Fig. 1: run 1, signal wires by layer
Drawn at 2 px/µm.
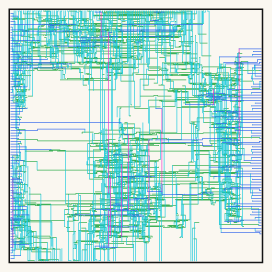
Fig. 2: run 1, pin map
Drawn at 3 px/µm. Pins as bars across the die edge, other pins in gray.
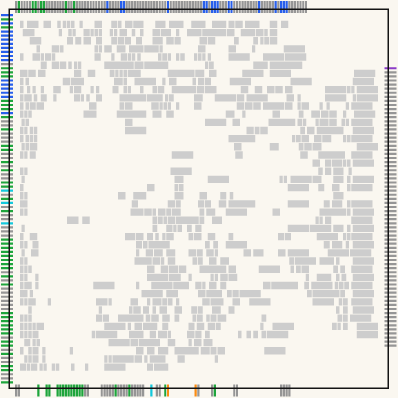
Fig. 3: run 1, cell area per tile
Drawn at 3 px/µm. The die is cut into 13 by 13 equal tiles; black is low, pale yellow is high, 0 to 100% covered.
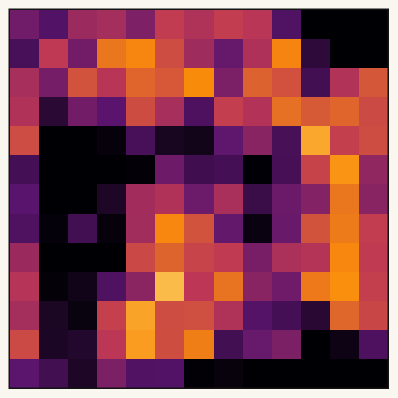
==> config.mk <==
export PLATFORM = sky130hd
export DESIGN_NAME = dmem_arbiter
export DESIGN_NICKNAME = d
export VERILOG_FILES = /design/src/rtl/dmem_arbiter.sv
export SDC_FILE = /design/constraint.sdc
export NUM_CORES = 1
export LEC_CHECK = 0
export CAP_MARGIN = 0
export CORE_MARGIN = 3
export CORE_UTILIZATION = 28
export DETAILED_ROUTE_END_ITERATION = 8
export DONT_BUFFER_PORTS = 1
export PLACE_DENSITY_LB_ADDON = 0.3
export SLEW_MARGIN = 20
export SYNTH_ARGS = -nofsm -noshare
export SYNTH_HDL_FRONTEND = slang
export SYNTH_SLANG_ARGS = --single-unit
export TNS_END_PERCENT = 5
==> constraint.sdc <==
create_clock -name clk -period 2.2 [get_ports clk]
set_input_delay 0.44 -clock clk [delete_from_list [all_inputs] [get_ports clk]]
set_output_delay 0.44 -clock clk [all_outputs]
set_load 0.02 [all_outputs]
==> src/rtl/dmem_arbiter.sv <==
// ---------------------------------------------------------------------------
// dmem_arbiter
//
// Shares the single-port data memory between the core load/store path
// (port 0) and the debug/loader port (port 1) with round-robin arbitration.
// The selected request is turned into a word address plus byte enables.
// Store data is replicated across lanes. Load data is extracted from the
// addressed lane, then sign- or zero-extended into a registered response.
//
// Optional feature: define DMEM_ARB_LOCK_EN to honour req_lock_i. When it
// is defined, an accepted request with lock set keeps the grant on its port
// until that port issues an accepted request with lock clear.
//
// Handshake: a request is accepted in a cycle when req_valid_i[p] and
// req_ready_o[p] are both high. At most one port is ready per cycle. The
// response for an accepted request appears on resp_*_o[p] for exactly the
// following cycle. There is no response backpressure.
//
// Ports (per-port signals are indexed [p], p = 0,1):
//   clk, rst                    clock, synchronous active-high reset
//   req_valid_i / req_ready_o   request handshake
//   req_we_i                    1 = store, 0 = load
//   req_addr_i                  byte address
//   req_wdata_i                 right-aligned store data
//   req_size_i                  0 byte, 1 half, 2 word, 3 illegal
//   req_unsigned_i              zero-extend loads when set
//   req_lock_i                  hold grant after this access (lock build only)
//   resp_valid_o                one-cycle response pulse
//   resp_rdata_o                extended load data, 0 for stores/errors
//   resp_err_o                  misaligned or illegal-size request
//   mem_valid_o, mem_we_o       memory strobe and write enable
//   mem_addr_o                  word-aligned byte address
//   mem_wdata_o                 lane-replicated store data
//   mem_byte_enable_o           byte-lane enables
//   mem_rdata_i                 combinational read data for mem_addr_o
// ---------------------------------------------------------------------------
module dmem_arbiter #(
    parameter int XLEN = 32
) (
    input  logic                 clk,
    input  logic                 rst,
    input  logic [1:0]           req_valid_i,
    output logic [1:0]           req_ready_o,
    input  logic [1:0]           req_we_i,
    input  logic [1:0][XLEN-1:0] req_addr_i,
    input  logic [1:0][XLEN-1:0] req_wdata_i,
    input  logic [1:0][1:0]      req_size_i,
    input  logic [1:0]           req_unsigned_i,
    input  logic [1:0]           req_lock_i,
    output logic [1:0]           resp_valid_o,
    output logic [1:0][XLEN-1:0] resp_rdata_o,
    output logic [1:0]           resp_err_o,
    output logic                 mem_valid_o,
    output logic                 mem_we_o,
    output logic [XLEN-1:0]      mem_addr_o,
    output logic [XLEN-1:0]      mem_wdata_o,
    output logic [3:0]           mem_byte_enable_o,
    input  logic [XLEN-1:0]      mem_rdata_i
);

    // Priority pointer: port favoured when both ports request.
    logic prio_q, prio_d;

    logic [1:0]           resp_valid_q;
    logic [1:0][XLEN-1:0] resp_rdata_q;
    logic [1:0]           resp_err_q;

    logic [1:0]      elig;
    logic [1:0]      grant;
    logic            accept;
    logic            sel;
    logic            s_we;
    logic [XLEN-1:0] s_addr;
    logic [XLEN-1:0] s_wdata;
    logic [1:0]      s_size;
    logic            s_uns;
    logic            legal;
    logic            go;
    logic [3:0]      be_raw;
    logic [XLEN-1:0] wdata_rep;
    logic [7:0]      lane_b;
    logic [15:0]     lane_h;
    logic [XLEN-1:0] load_ext;
    logic [XLEN-1:0] resp_data;

`ifdef DMEM_ARB_LOCK_EN
    logic locked_q, locked_d;
    logic owner_q, owner_d;
`else
    // Lock inputs have no effect in this build.
    logic unused_lock;
    assign unused_lock = ^req_lock_i;
`endif

    // Arbitration and request selection.
    always_comb begin
        elig = req_valid_i;
`ifdef DMEM_ARB_LOCK_EN
        // While locked only the owner may be granted, even if it is idle.
        if (locked_q) begin
            elig = owner_q ? (req_valid_i & 2'b10) : (req_valid_i & 2'b01);
        end
`endif
        // Nothing is accepted while reset is asserted.
        if (rst) begin
            elig = 2'b00;
        end
        case (elig)
            2'b11:   grant = prio_q ? 2'b10 : 2'b01;
            default: grant = elig;
        endcase
        accept  = |grant;
        sel     = grant[1];
        s_we    = req_we_i[sel];
        s_addr  = req_addr_i[sel];
        s_wdata = req_wdata_i[sel];
        s_size  = req_size_i[sel];
        s_uns   = req_unsigned_i[sel];
    end

    assign req_ready_o = grant;

    // Alignment check, byte enables and store-lane replication.
    always_comb begin
        case (s_size)
            2'd0:    legal = 1'b1;
            2'd1:    legal = ~s_addr[0];
            2'd2:    legal = (s_addr[1:0] == 2'b00);
            default: legal = 1'b0;
        endcase
        case (s_size)
            2'd0:    be_raw = 4'b0001 << s_addr[1:0];
            2'd1:    be_raw = 4'b0011 << s_addr[1:0];
            default: be_raw = 4'b1111;
        endcase
        case (s_size)
            2'd0:    wdata_rep = {4{s_wdata[7:0]}};
            2'd1:    wdata_rep = {2{s_wdata[15:0]}};
            default: wdata_rep = s_wdata;
        endcase
        go = accept & legal;
    end

    assign mem_valid_o       = go;
    assign mem_we_o          = go & s_we;
    assign mem_byte_enable_o = go ? be_raw : 4'b0000;
    assign mem_addr_o        = {s_addr[XLEN-1:2], 2'b00};
    assign mem_wdata_o       = wdata_rep;

    // Load lane extraction and extension.
    always_comb begin
        case (s_addr[1:0])
            2'd0:    lane_b = mem_rdata_i[7:0];
            2'd1:    lane_b = mem_rdata_i[15:8];
            2'd2:    lane_b = mem_rdata_i[23:16];
            default: lane_b = mem_rdata_i[31:24];
        endcase
        lane_h = s_addr[1] ? mem_rdata_i[31:16] : mem_rdata_i[15:0];
        case (s_size)
            2'd0:    load_ext = s_uns ? {24'h0, lane_b} : {{24{lane_b[7]}}, lane_b};
            2'd1:    load_ext = s_uns ? {16'h0, lane_h} : {{16{lane_h[15]}}, lane_h};
            default: load_ext = mem_rdata_i;
        endcase
        // Stores and rejected requests answer with zero data.
        resp_data = (go && !s_we) ? load_ext : '0;
    end

    // Next-state for the arbitration state.
    always_comb begin
        prio_d = prio_q;
        if (accept) begin
            // Point at the port that lost; while locked this is the
            // non-owner, which is where it must point after the unlock.
            prio_d = ~sel;
        end
    end

`ifdef DMEM_ARB_LOCK_EN
    always_comb begin
        locked_d = locked_q;
        owner_d  = owner_q;
        if (accept) begin
            // An accepted request always comes from the owner while locked,
            // so its lock bit decides whether the lock continues.
            locked_d = req_lock_i[sel];
            owner_d  = sel;
        end
    end
`endif

    always_ff @(posedge clk) begin
        if (rst) begin
            prio_q       <= 1'b0;
            resp_valid_q <= 2'b00;
            resp_err_q   <= 2'b00;
            resp_rdata_q <= '0;
`ifdef DMEM_ARB_LOCK_EN
            locked_q     <= 1'b0;
            owner_q      <= 1'b0;
`endif
        end else begin
            prio_q <= prio_d;
            for (int p = 0; p < 2; p++) begin
                resp_valid_q[p] <= grant[p];
                resp_err_q[p]   <= grant[p] & ~legal;
                resp_rdata_q[p] <= grant[p] ? resp_data : '0;
            end
`ifdef DMEM_ARB_LOCK_EN
            locked_q <= locked_d;
            owner_q  <= owner_d;
`endif
        end
    end

    assign resp_valid_o = resp_valid_q;
    assign resp_rdata_o = resp_rdata_q;
    assign resp_err_o   = resp_err_q;

endmodule

==> out/results.txt, run 1 <==
status -> finished, violations left
violated checks -> negative setup slack
Area-dominant class -> multi-input combinational cells
Largest logic family -> simple AND/OR/NAND/NOR gates
sequential cells -> 69
growth of design area from synthesis to finish -> 40.45%
fraction of layout cells with a size suffix above 1 -> 29.58%
chip area in the Yosys report -> 4021 µm²
count of buffers not belonging to the clock network in the layout -> 109
slew at the pin closest to its max-slew limit -> 0.6147 ns
complex-gate fraction of the synthesized area -> 21.66%
via count of the first global-routing pass -> 4452
Inserted Clock Buffers -> 9
power consumed by the clock network -> 0.00146 W
number of enable flip-flop cells -> 0
average cell area after synthesis -> 7.080 µm²
summed instance area of the synthesized netlist -> 4021 µm²
Comb area -> 2574 µm²
setup violation total in the final timing report -> 53
Sw Pwr -> 0.001201 W
clock tree buffer count of the final layout -> 11
RSZ-0062 raised after global routing -> yes
post-route non-filler standard cell count -> 829
total count of max-transition violations in the final report -> 0
startpoint types -> flop
flop share of the area -> 24.52%
Critical-path top delay cell -> sky130_fd_sc_hd__dfxtp_4
final worst slack -> -0.2267 ns
count of different cell masters after synthesis -> 52
portion of total power attributed to sequential cells -> 33.7%
logic gate fraction of the total cell area -> 45.57%
post_cts resized -> 23
category of the critical setup timing path -> reg2out
Hold Violations, Final -> 0
ordered list of cells on the worst path -> nand2b_4, nand2_8, buf_12, mux2i_2, buf_4, nand2_2, a21oi_2, a31oi_1, buf_4
cell count of the worst reg-to-reg path -> 9
switching fraction of total power -> 31.03%
number of diodes -> 0
Max IR drop VDD -> 312.6 µV
dominant register cell -> sky130_fd_sc_hd__dfxtp_1
# placed instances -> 797
setup TNS -> -4.902 ns
Max clock buf depth -> 2
Non-clock buffer share -> 18.99%
fraction of synthesized area in multiplexers -> 5.694%
largest cells by area after synthesis -> sky130_fd_sc_hd__dfxtp_1 34%, sky130_fd_sc_hd__nand2_1 14%, sky130_fd_sc_hd__nor2_1 6.3%
Synth async-reset ratio -> 0%
DRC Markers -> 0
clock tree sinks -> 69
area fraction in and, or, nand and nor cells -> 30.24%
## Picture notes: Fig. 1
- magenta: met4 (wire length 377 µm)
- green: met1 (wire length 6970 µm)
- cyan: met2 (wire length 9020 µm)
- blue: met3 (wire length 1850 µm)
via count: 4554
total wire length: 18220 µm
global-route usage over all layers: 20.93%
Avg WL per Cell: 21.98 µm

## Picture notes: Fig. 2
- green: req_addr_i (pins 64; direction input; edge 40 left, 17 bottom, 7 top)
- blue: mem_wdata_o (pins 32; direction output; edge 16 top, 16 left)
- cyan: mem_byte_enable_o (pins 4; direction output; edge 3 left, 1 bottom)
- orange: req_unsigned_i (pins 2; direction input; edge bottom)
- purple: clk (pins 1; direction input; edge right)
Buffers on Ports: 0
die width: 125.8 µm

## Picture notes: Fig. 3
- mean over tiles: 34%
- tiles over 75% full: 3.6%
- nearly empty tiles: 17%
- fullest tile: 85%
- emptiest ninth of the die: middle left
core utilization before placement: 28.75%
Core Region: 13990 µm²
post-route core utilization: 40.38%

run 1: per-layer routing:
layer  vias to the layer above  GRT usage (%)  wire length (µm)
met3                        24          6.022              1848
met5                         -              0                 0
met2                       276          36.75              9021
met4                         0          5.615               376
li1                       2107              -                 -
met1                      2147          25.07              6972
run 1: flip-flops by register name, indices dropped and copies added, names as in the netlist:
register and cells:
resp_rdata_o 64, resp_valid_o 2, resp_err_o 2, prio_q 1
run 1: stage by stage:
stage	cell area [µm²]	utilization [%]	worst slack, ns
after floorplan	4046	-	-0.1424
after detailed placement	4860	34.74	-0.1390
final	5648	40.38	-0.2267
after CTS	5358	38.30	-0.2012
after global routing	5648	40.38	-0.3200
after global placement	4860	34.74	-0.2032
## Run 2: what changed since run 1
--- a/config.mk
+++ b/config.mk
@@ -11,6 +11,7 @@
 export DETAILED_ROUTE_END_ITERATION = 8
 export DONT_BUFFER_PORTS = 1
 export PLACE_DENSITY_LB_ADDON = 0.3
+export RECOVER_POWER = 100
 export SLEW_MARGIN = 20
 export SYNTH_ARGS = -nofsm -noshare
 export SYNTH_HDL_FRONTEND = slang
Fig. 4: run 2, cell area per tile
Drawn at 3 px/µm. The die is cut into 13 by 13 equal tiles; black is low, pale yellow is high, 0 to 100% covered.
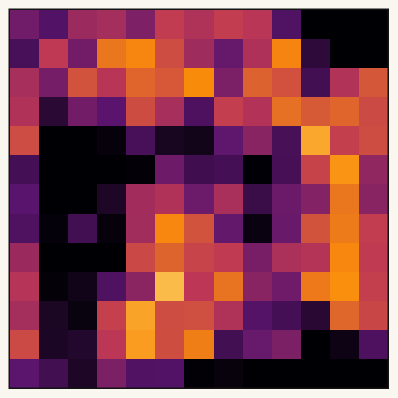
- fullest tile: 85%
- nearly empty tiles: 17%
- mean over tiles: 34%
- emptiest ninth of the die: middle left
- tiles over 75% full: 3.6%

==> run 2 against run 1 <==
Against the previous run:
- the run still ends with negative setup slack left
- synthesized cell count unchanged
- non-clock buffer count did not move
- clock power about the same
- area after synthesis stayed put
- largest cell class unchanged
- largest power group unchanged
- wire length unchanged
- critical path type unchanged
- flip-flop count stayed put
- global-route usage stayed put
- via count stayed put
- hold slack is the same
- cell count is the same
- total power did not move
- final area did not move
==> out/results.txt, run 2 <==
status -> finished, violations left
violated checks -> negative setup slack
via count of the first global-routing pass -> 4452
Critical-path top delay cell -> sky130_fd_sc_hd__dfxtp_4
logic gate fraction of the total cell area -> 45.57%
final worst slack -> -0.2267 ns
most crowded layer after global routing -> met2
flop share of the area -> 24.52%
Max clock buf depth -> 2
clock tree buffer count of the final layout -> 11
largest cells by area after synthesis -> sky130_fd_sc_hd__dfxtp_1 34%, sky130_fd_sc_hd__nand2_1 14%, sky130_fd_sc_hd__nor2_1 6.3%
Avg WL per Cell -> 21.98 µm
area post-placement -> 4860 µm²
post-route non-filler standard cell count -> 829
average cell area after synthesis -> 7.080 µm²
sequential cells -> 69
Inserted Clock Buffers -> 9
category of the critical setup timing path -> reg2out
finished layout cell area -> 5648 µm²
GR met3 Demand/Resource -> 6.022%
Synth async-reset ratio -> 0%
Largest register FFs -> 64
number of enable flip-flop cells -> 0
Buffers on Ports -> 0
Non-clock buffer share -> 18.99%
Post-Place Worst Slack -> -0.1390 ns
setup TNS -> -4.902 ns
growth of design area from synthesis to finish -> 40.45%
count of different cell masters after synthesis -> 52
fraction of layout cells with a size suffix above 1 -> 29.58%
Routed met2 length -> 9021 µm
number of diodes -> 0
top layer reached by signal wires -> met4
RSZ-0062 raised after global routing -> yes
setup violation total in the final timing report -> 53
summed instance area of the synthesized netlist -> 4021 µm²
slew at the pin closest to its max-slew limit -> 0.6147 ns
Max IR drop VDD -> 312.6 µV
die width -> 125.8 µm
chip area in the Yosys report -> 4021 µm²
Comb area -> 2574 µm²
met3 wire length -> 1848 µm
switching fraction of total power -> 31.03%
via count -> 4554
[run 2: cell counts after synthesis]
No cell type changed its count.
[run 2: cells by family after synthesis]
| family | count (synthesis) | synth area share [%] |
|---|---|---|
| AOI/OAI and AO/OA | 127 | 21.66 |
| muxes | 21 | 5.694 |
| other | 1 | 0.09325 |
| and+or+nand+nor | 285 | 30.24 |
| DFF | 69 | 34.35 |
| buffers and inverters | 65 | 7.965 |
[run 2: worst paths after layout]
check	endpoint	cells after the start
max	mem_wdata_o[28]	9
min reg2reg	prio_q	3
max reg2reg	resp_rdata_o[14]	9
min	prio_q	1
[run 2: what timing repair did]
item	in CTS	in global routing
pin swaps	3	6
setup buffers	2	10
setup endpoints to repair	69	69
cloned	2	2
resized	23	54
hold buffers	0	0
Fig. 5: run 2, signal wires by layer
Drawn at 2 px/µm.
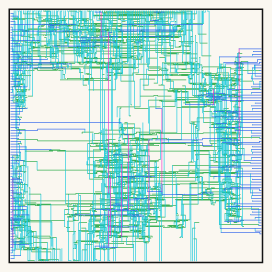

## Run 3: what changed since run 2
==> constraint.sdc (replaced) <==
create_clock -name clk -period 3 [get_ports clk]
set_input_delay 0.6 -clock clk [delete_from_list [all_inputs] [get_ports clk]]
set_output_delay 0.6 -clock clk [all_outputs]
set_load 0.02 [all_outputs]
Fig. 6: run 3, signal wires by layer
Drawn at 2 px/µm.
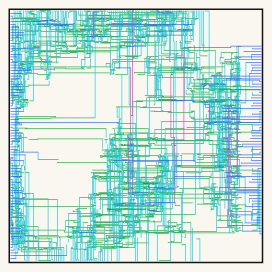
- magenta: met4 (wire length 392 µm)
- green: met1 (wire length 6680 µm)
- blue: met3 (wire length 1550 µm)
- cyan: met2 (wire length 8210 µm)
Avg WL per Cell: 21.57 µm
via count: 4329

==> run 3 against run 2 <==
Against the previous run:
- the run now ends clean
- hold slack improved by 0.16 ns
- first-iteration DRC count rose by 3.8%
- synthesized cell count did not move
- area after synthesis did not move
- worst setup slack improved by 0.37 ns
- non-clock buffer count fell by 49
- largest power group unchanged
==> out/results.txt, run 3 <==
Largest register FFs -> 64
average cell area after synthesis -> 7.080 µm²
Largest logic family -> simple AND/OR/NAND/NOR gates
via count of the first global-routing pass -> 3922
growth of design area from synthesis to finish -> 16.12%
setup TNS -> 0 ns
clock tree sinks -> 69
yosys adder share -> 0%
number of enable flip-flop cells -> 0
DRC Markers -> 0
fraction of layout cells with a size suffix above 1 -> 10.17%
global-route usage over all layers -> 19.77%
status -> complete, no violations
startpoint types -> flop
routed metal-1 wirelength -> 6679 µm
Inserted Clock Buffers -> 9
area post-placement -> 4528 µm²
logic gate fraction of the total cell area -> 50.16%
total wire length -> 16820 µm
count of different cell masters after synthesis -> 52
die width -> 125.8 µm
Area-dominant class -> multi-input combinational cells
number of diodes -> 0
setup violation total in the final timing report -> 0
ordered list of cells on the worst path -> nand2b_1, nand2_4, buf_12, mux2i_1, nand2_1, a21oi_1, a31oi_1, buf_2
Post-Place Worst Slack -> 0.3135 ns
Buffers on Ports -> 0
run 3: netlist changes by cell type in the layout (fill, tap and decap cells not counted), sizes merged:
cell / previous run / this run
clkbuf: 13 / 50
bufinv: 1 / 0
buf: 107 / 20
clkinv: 2 / 4
run 3: layer usage:
metal | global-route usage, % | up-vias
met5 | 0 | -
met4 | 5.868 | 0
met3 | 4.919 | 26
met2 | 33.57 | 270
met1 | 24.85 | 2024
li1 | - | 2009
run 3: path summary, 6_finish.rpt:
kind                            slack (ns)               end    from  cells past startpoint
worst max-delay path                  0.14   mem_wdata_o[29]  prio_q                      8
worst max register to register        0.34  resp_rdata_o[29]  prio_q                     10
worst min-delay path                  0.33            prio_q     rst                      1
worst min register to register        0.51            prio_q  prio_q                      2

==> gallery <==
Cell classes on the final placement.
Drawn at 2 px/µm.
image #1
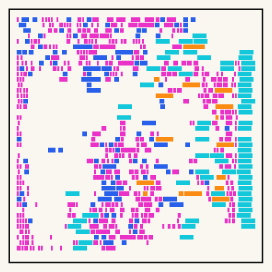
image #2
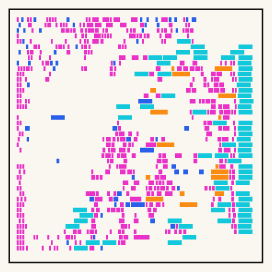
- image #2 = run 3
- image #1 = run 2
- highest utilization: image #1

No activity file was given, so power comes from the tool's default toggle rates.
